### Wires at chosen ports, followed through buffers

Scale: 4 px per um.
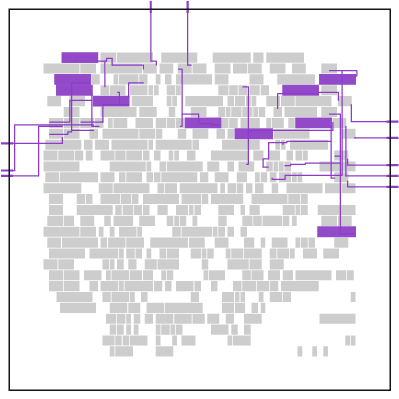
### Wiring heat map

Scale: 4 px per um. The die is cut into 19 by 19 equal tiles; dark blue is low, red is high, scaled to the fullest tile. Values are wire area over tile area, all layers added.
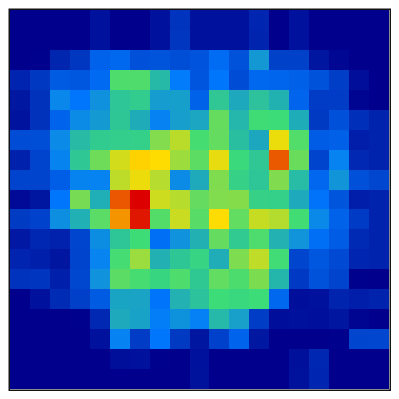
==> config.mk <==
export PLATFORM = sky130hd
export DESIGN_NAME = sprite_motion_ctrl
export DESIGN_NICKNAME = d
export VERILOG_FILES = /design/src/rtl/sprite_pkg.sv /design/src/rtl/sprite_motion_ctrl_axis_step.sv /design/src/rtl/sprite_motion_ctrl.sv
export SDC_FILE = /design/constraint.sdc
export NUM_CORES = 1
export LEC_CHECK = 0
export CAP_MARGIN = 25
export CORE_MARGIN = 8
export CORE_UTILIZATION = 57
export CTS_CLUSTER_SIZE = 14
export DETAILED_ROUTE_END_ITERATION = 12
export PLACE_DENSITY = 0.8
export SLEW_MARGIN = 20
export SYNTH_ARGS = -nofsm -noshare
export SYNTH_HDL_FRONTEND = slang
export SYNTH_SLANG_ARGS = --single-unit
==> constraint.sdc <==
create_clock -name clk -period 5.8 [get_ports clk]
set_clock_uncertainty 0.2 [all_clocks]
set_input_delay 1.74 -clock clk [delete_from_list [all_inputs] [get_ports clk]]
set_output_delay 1.74 -clock clk [all_outputs]
set_load 0.02 [all_outputs]
==> flow_summary_export.csv <==
group,metric,value,unit
final_timing,finalHoldViolCount,0,
logic_synthesis,yosysUniqueCellTypes,59,
critical_path,worstSetupStartpointType,"flop",
logic_synthesis,top_logic_kind,"AND-OR/OR-AND gates",
drt,dr.pass1.iters,7,
clocking,clk_pin_slew,100,ps
critical_path,r2r_cells,16,
final_layout,lay_top_count,"dfrtp_1",
placement,dp_hpwl,7.09,mm
logic_synthesis,mux_area_share,11.9,%
logic_synthesis,ff_type,"dfrtp_1",
final_timing,fin_crit_sh,80.6,%
logic_synthesis,yosys_warnings,0,
logic_synthesis,avgSynthCellArea,9.85,um^2
drt,wl_met2,4.72,mm
floorplan,core,0.00596,mm^2
flow_run,openroad.warnings,34,
critical_path,cp.depth,16,
drt,viasPerCell,6.37,
logic_synthesis,ys_chip_area,0.00355,mm^2
final_timing,slew_violations,0,
drt,highest_layer,"met4",
clocking,htree_levels,2,
logic_synthesis,async_flop_share,100,%
critical_path,critPathMostFrequentCell,"ha_1",
drt,drt-met1-wl,3.93,mm
floorplan,num_rows,28,
final_timing,rsz0062_at_grt,"false",
logic_synthesis,ys_sh_aoi,17.6,%
drt,dr_wl_met3,691,um
final_layout,drive_above_1_share,19.6,%
floorplan,die_area,0.00900,mm^2
grt,grt_max_degree,54,
grt,grt_pass1_wl,15.3,mm
logic_synthesis,synthesis.area,0.00355,mm^2
outcome,outcome,"finished, final reports clean",
floorplan,fp-utilization,59.5,%
floorplan,chipHeight,94.9,um
clocking,ctsHoldBuffers,0,
clocking,cts_buffer_depth,2,
final_layout,area_delta_synth_final,12.0,%
logic_synthesis,top_area_cell,"dfrtp_1",
critical_path,max_stage_delay,420,ps
drt,drc,0,
final_timing,relSlewSlack,43.2,%
critical_path,crit_buf_inv,2,
final_timing,fmax,214,MHz
clocking,cts_resized,0,
logic_synthesis,xor_share,2.72,%
drt,ant_nets,0,
final_timing,tns,0,ps
logic_synthesis,edf_count,0,
critical_path,critical_path_class,"flop to flop",
clocking,clk_latency,320,ps
critical_path,cp_slowest_cell,"dfrtp_1",
final_layout,layout.nets,418,
grt,grt_overflow_total,0,
final_timing,whs,323,ps
grt,grt_pass1_vias,2925,
logic_synthesis,simple_gate_share,15.1,%
Back to the opening pictures, 'Wires at chosen ports, followed through buffers':
[purple] ball_x | bits: 10 | direction: output | end cells: 10 | buffers: 10 | wire: 509 um
Port Buf Inserts: 31
Top-Level Pins: 40

Back to the opening pictures, 'Wiring heat map':
mean over tiles: 0.17
densest ninth of the die: middle
fullest tile: 0.75
nearly empty tiles: 21%
tiles over half the peak: 16%
emptiest ninth of the die: bottom right
drt total wl: 9.60 mm
via count: 2947
global-route usage over all layers: 22.1%
routed length per instance: 20.7 um

worst reg2reg max path: stages, from the launching register on:
cell and delay [ps]:
dfrtp_1 420, inv_1 90, ha_1 250, buf_4 370
mux2_2 410, ha_1 220, nor2b_1 140, o211ai_1 260
a21boi_2 140, nor3b_1 170, xor2_1 250, ha_1 340
and3_1 190, mux2i_1 260, and3_1 410, a31o_2 270
a2bb2oi_1 210
metal layers:
metal / up-vias / global-route usage, %
li1: 1342 / -
met1: 1445 / 27.2
met2: 136 / 36.9
met3: 24 / 4.44
met4: 0 / 9.10
met5: - / 0
synth_stat cells, drive strengths merged (12+ instances only):
library cell,number
dfrtp,37
o21ai,31
mux2,30
nand2,26
ha,21
a21oi,19
inv,18
dfstp,16
nor2,16
and3,15
nand3,14
buf,13
clkbuf,12
cell type report:
class / instances / area [um^2]
multi-input cells: 271 / 2010
fillers: 486 / 1980
flip-flops and latches: 53 / 1350
repair buffers: 38 / 358
well taps: 75 / 93.8
clock buffers: 7 / 86.3
inverters: 18 / 67.6
clock inverters: 1 / 7.51
metrics by stage:
stage / instance area [um^2] / cells / utilization (%) / worst slack (ps)
floorplan: 3570 / 367 / - / 1160
global placement: 3870 / 454 / 65.0 / 1350
detailed placement: 3870 / 454 / 65.0 / 1180
CTS: 3960 / 462 / 66.5 / 1160
global route: 3970 / 463 / 66.7 / 826
finish: 3970 / 463 / 66.7 / 1120
